[src/rtl/uart_rx_cfg.sv]
// Parametrised UART receiver: 2-flop synchroniser, start-bit glitch rejection,
// optional parity, 1 or 2 stop bits. Define UART_RX_MAJORITY_VOTE_EN for 3-sample voting.
//
// state       | meaning
// ------------+--------------------------------------------------------------
// S_IDLE      | line idle, waiting for rx_s low
// S_START     | counting to mid start bit, rejects glitches
// S_DATA      | sampling DATA_BITS data bits, LSB first
// S_PARITY    | sampling parity bit (only when PARITY_MODE != 0)
// S_STOP      | sampling STOP_BITS stop bits
// S_DONE      | one cycle; loads outputs and pulses rx_valid
// S_WAIT_IDLE | line still low after frame; wait for high before re-arming
module uart_rx_cfg #(
    parameter int CLKS_PER_BIT = 217,
    parameter int DATA_BITS    = 8,
    parameter int PARITY_MODE  = 0,
    parameter int STOP_BITS    = 1
) (
    input  logic                 clk,
    input  logic                 rst_n,
    input  logic                 rx,
    output logic                 rx_valid,
    output logic [DATA_BITS-1:0] rx_data,
    output logic                 parity_err,
    output logic                 frame_err,
    output logic                 busy
);

    localparam int CW   = $clog2(CLKS_PER_BIT);
    localparam int BW   = $clog2(DATA_BITS + 1);
    localparam int HALF = (CLKS_PER_BIT - 1) / 2;
`ifdef UART_RX_MAJORITY_VOTE_EN
    localparam int START_TC = HALF + 1;
`else
    localparam int START_TC = HALF;
`endif
    localparam logic [CW-1:0] START_TC_V = CW'(START_TC);
    localparam logic [CW-1:0] BIT_TC_V   = CW'(CLKS_PER_BIT - 1);
    localparam logic [BW-1:0] DATA_LAST  = BW'(DATA_BITS - 1);
    localparam logic [BW-1:0] STOP_LAST  = BW'(STOP_BITS - 1);

    if (CLKS_PER_BIT < 4 || CLKS_PER_BIT > 65535) begin : g_bad_cpb
        $error("uart_rx_cfg: CLKS_PER_BIT out of range 4..65535");
    end
    if (DATA_BITS < 5 || DATA_BITS > 9) begin : g_bad_data
        $error("uart_rx_cfg: DATA_BITS out of range 5..9");
    end
    if (PARITY_MODE < 0 || PARITY_MODE > 2) begin : g_bad_parity
        $error("uart_rx_cfg: PARITY_MODE must be 0, 1 or 2");
    end
    if (STOP_BITS < 1 || STOP_BITS > 2) begin : g_bad_stop
        $error("uart_rx_cfg: STOP_BITS must be 1 or 2");
    end

    typedef enum logic [2:0] {
        S_IDLE,
        S_START,
        S_DATA,
        S_PARITY,
        S_STOP,
        S_DONE,
        S_WAIT_IDLE
    } state_t;

    state_t               state, state_nxt;
    logic [CW-1:0]        baud, baud_nxt;
    logic [BW-1:0]        bit_cnt, bit_cnt_nxt;
    logic [DATA_BITS-1:0] shift, shift_nxt;
    logic                 perr_i, perr_nxt;
    logic                 ferr_i, ferr_nxt;
    logic                 rx_m, rx_s;
    logic                 bit_val;
    logic                 baud_tc;

    always_ff @(posedge clk) begin
        if (!rst_n) begin
            rx_m <= 1'b1;
            rx_s <= 1'b1;
        end else begin
            rx_m <= rx;
            rx_s <= rx_m;
        end
    end

`ifdef UART_RX_MAJORITY_VOTE_EN
    // Decision edge sits one cycle past mid-bit, so the two history flops hold mid-1 and mid.
    logic rx_d1, rx_d2;

    always_ff @(posedge clk) begin
        if (!rst_n) begin
            rx_d1 <= 1'b1;
            rx_d2 <= 1'b1;
        end else begin
            rx_d1 <= rx_s;
            rx_d2 <= rx_d1;
        end
    end

    assign bit_val = (rx_d2 & rx_d1) | (rx_d2 & rx_s) | (rx_d1 & rx_s);
`else
    assign bit_val = rx_s;
`endif

    assign baud_tc = (baud == BIT_TC_V);

    always_ff @(posedge clk) begin
        if (!rst_n) begin
            state   <= S_IDLE;
            baud    <= '0;
            bit_cnt <= '0;
            shift   <= '0;
            perr_i  <= 1'b0;
            ferr_i  <= 1'b0;
        end else begin
            state   <= state_nxt;
            baud    <= baud_nxt;
            bit_cnt <= bit_cnt_nxt;
            shift   <= shift_nxt;
            perr_i  <= perr_nxt;
            ferr_i  <= ferr_nxt;
        end
    end

    always_comb begin
        state_nxt   = state;
        baud_nxt    = baud;
        bit_cnt_nxt = bit_cnt;
        shift_nxt   = shift;
        perr_nxt    = perr_i;
        ferr_nxt    = ferr_i;
        case (state)
            S_IDLE: begin
                if (!rx_s) begin
                    state_nxt = S_START;
                    baud_nxt  = '0;
                end
            end
            S_START: begin
                if (baud == START_TC_V) begin
                    baud_nxt = '0;
                    if (!bit_val) begin
                        state_nxt   = S_DATA;
                        bit_cnt_nxt = '0;
                        perr_nxt    = 1'b0;
                        ferr_nxt    = 1'b0;
                    end else begin
                        state_nxt = S_IDLE;
                    end
                end else begin
                    baud_nxt = baud + 1'b1;
                end
            end
            S_DATA: begin
                if (baud_tc) begin
                    baud_nxt  = '0;
                    shift_nxt = {bit_val, shift[DATA_BITS-1:1]};
                    if (bit_cnt == DATA_LAST) begin
                        bit_cnt_nxt = '0;
                        state_nxt   = (PARITY_MODE != 0) ? S_PARITY : S_STOP;
                    end else begin
                        bit_cnt_nxt = bit_cnt + 1'b1;
                    end
                end else begin
                    baud_nxt = baud + 1'b1;
                end
            end
            S_PARITY: begin
                if (baud_tc) begin
                    baud_nxt  = '0;
                    // Odd mode expects the XOR over data and parity to be 1, even mode 0.
                    perr_nxt  = ((^shift) ^ bit_val) != (PARITY_MODE == 1);
                    state_nxt = S_STOP;
                end else begin
                    baud_nxt = baud + 1'b1;
                end
            end
            S_STOP: begin
                if (baud_tc) begin
                    baud_nxt = '0;
                    if (!bit_val) begin
                        ferr_nxt = 1'b1;
                    end
                    if (bit_cnt == STOP_LAST) begin
                        bit_cnt_nxt = '0;
                        state_nxt   = S_DONE;
                    end else begin
                        bit_cnt_nxt = bit_cnt + 1'b1;
                    end
                end else begin
                    baud_nxt = baud + 1'b1;
                end
            end
            S_DONE: begin
                state_nxt = rx_s ? S_IDLE : S_WAIT_IDLE;
            end
            S_WAIT_IDLE: begin
                if (rx_s) begin
                    state_nxt = S_IDLE;
                end
            end
            default: begin
                state_nxt = S_IDLE;
            end
        endcase
    end

    always_ff @(posedge clk) begin
        if (!rst_n) begin
            rx_valid   <= 1'b0;
            rx_data    <= '0;
            parity_err <= 1'b0;
            frame_err  <= 1'b0;
        end else begin
            rx_valid <= (state == S_DONE);
            if (state == S_DONE) begin
                rx_data    <= shift;
                parity_err <= perr_i;
                frame_err  <= ferr_i;
            end
        end
    end

    assign busy = (state != S_IDLE);

endmodule

[config.mk]
export PLATFORM = sky130hd
export DESIGN_NAME = uart_rx_cfg
export DESIGN_NICKNAME = d
export VERILOG_FILES = /design/src/rtl/uart_rx_cfg.sv
export SDC_FILE = /design/constraint.sdc
export NUM_CORES = 1
export LEC_CHECK = 0
export ABC_AREA = 0
export CAP_MARGIN = 20
export CORE_MARGIN = 5
export CORE_UTILIZATION = 37
export CTS_CLUSTER_SIZE = 28
export DETAILED_ROUTE_END_ITERATION = 8
export SYNTH_ARGS = -nofsm -noshare
export SYNTH_HDL_FRONTEND = slang
export SYNTH_SLANG_ARGS = --single-unit
[constraint.sdc]
create_clock -name clk -period 4.3 [get_ports clk]
set_input_delay 0.43 -clock clk [delete_from_list [all_inputs] [get_ports clk]]
set_output_delay 0.43 -clock clk [all_outputs]
set_load 0.005 [all_outputs]
Fig. 1: wires at chosen ports, followed through buffers
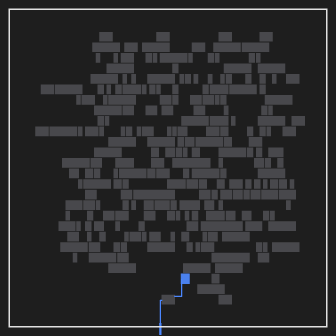
`rx`: drawn in blue, direction input, edge bottom, end cells 1, buffers 1, wire 13.0 um.
I/O Buffers: 14
I/O pin count: 15

Fig. 2: routing congestion map
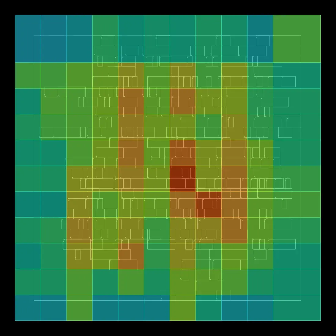
average wire per standard cell: 12.9 um
met1 Use GR: 17.3%
met2 GRT Util: 21.3%

Fig. 3: local utilization
8 x 8 tiles, from white (low) to dark blue (high), 0 to 100% covered.
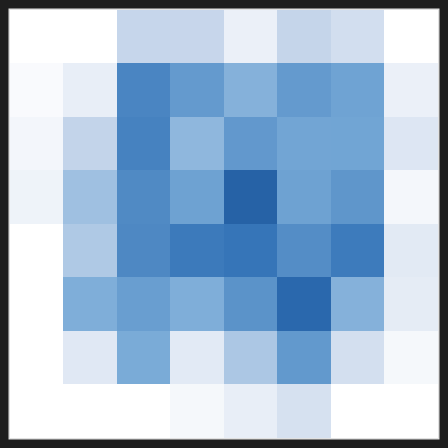
3.1% of the tiles are over 75% full. The densest ninth of the die: center. The emptiest ninth of the die: lower left. The mean over all tiles is 32%.
Core Util at FP: 37.7%
utilization after layout: 43.9%

## through the flow
stage | total power [mW] | setup WS [ns]
after detailed placement | 0.530 | 2.07
after CTS | 0.906 | 2.06
after global routing | 0.945 | 1.80
after global placement | 0.528 | 2.11
after floorplan | 0.511 | 2.56
final | 0.900 | 2.03
## sequential cells by signal, indices dropped and copies added (netlist names)
signal and cells:
baud 8, bit_cnt 4, bit_val 1, ferr_i 1, frame_err 1, parity_err 1, perr_i 1, rx_data 8
rx_m 1, rx_valid 1, shift 8, state 3
## where the power goes
group | leakage [nW] | internal [mW] | total [mW] | switching [mW]
Clock | 0.0714 | 0.247 | 0.376 | 0.129
Sequential | 0.307 | 0.361 | 0.392 | 0.0308
Combinational | 0.389 | 0.0552 | 0.132 | 0.0769
## layer usage
metal / global-route usage [%] / wire length (um) / vias up / part of all wire (%)
met1: 17.3 / 1920 / 702 / 49
met2: 21.3 / 1770 / 27 / 46
met5: 0 / 0 / - / 0
li1: - / - / 802 / -
met4: 5.32 / 50 / 0 / 1.3
met3: 3.18 / 144 / 5 / 3.7
## worst paths after layout
kind	start	end	slack, ns	cells past startpoint
worst max-delay path	state[0]	baud[3]	2.03	4
worst min-delay path	rx_m	bit_val	0.41	1
worst max register to register	state[0]	baud[3]	2.03	4
worst min register to register	rx_m	bit_val	0.41	1
## cells by family after synthesis
| group | synth area share, % |
|---|---|
| muxes | 2.63 |
| buffers and inverters | 5.65 |
| and+or+nand+nor | 25.5 |
| DFF | 40.0 |
| adders and majority gates | 2.63 |
| xor gates and xnor gates | 4.14 |
| AOI/OAI and AO/OA | 19.5 |
## worst max-delay path, cell delays in order, from the launching register on
cell,delay (ns)
dfxtp_1,0.77
nand2b_1,0.32
o32ai_4,0.59
a41oi_1,0.19
a311oi_1,0.30
==> impl_metrics.env <==
# flow metrics
export IMPL_cts_hold_buffers_added=0
export IMPL_nFlopsAndLatches=38
export IMPL_post_cts_buffers=0
export IMPL_area_share_nonclk_buffers_pct=7.57
export IMPL_p_leak_nw=0.768
export IMPL_logic_area_um2=1030
export IMPL_fmax_mhz=441
export IMPL_drt_pass1_iter_count=4
export IMPL_chipArea_um2=6680
export IMPL_rsz0062_at_grt="no"
export IMPL_top_cells_by_count="dfxtp_1, nand2_1, a21oi_1"
export IMPL_grt_max_degree=33
export IMPL_n_fill_cell=514
export IMPL_relSlewSlack_pct=50.8
export IMPL_synth_distinct_cells=50
export IMPL_status="finished, final reports clean"
export IMPL_cp_required_ns=4.49
export IMPL_vdd_ir_drop_max_v=0.000187
export IMPL_taps=70
export IMPL_gp_congestion=0.799
export IMPL_clockRootBuffer="clkbuf_8"
export IMPL_cts_resized=0
export IMPL_ant_nets=0
export IMPL_top_area_cell="dfxtp_1"
export IMPL_synth_edff_count=0
export IMPL_antenna_found_initial=0
export IMPL_cp_max_fo=22
export IMPL_vias=1536
export IMPL_area_growth_pct=16.4
export IMPL_lay_top_cells="dfxtp_1, nand2_1, a21oi_1, clkdlybuf4s50_1, nor2_1"
export IMPL_placed_cells=293
export IMPL_cts_path_max_buffers=2
export IMPL_arrival_ns=2.46
export IMPL_clkSinkCount=38
export IMPL_critPathLaunchType="flop"
export IMPL_final_common_cell="dfxtp_1"
export IMPL_hpwl_um=2560
Power figures rest on the tool's default switching activity, not on a simulated workload.
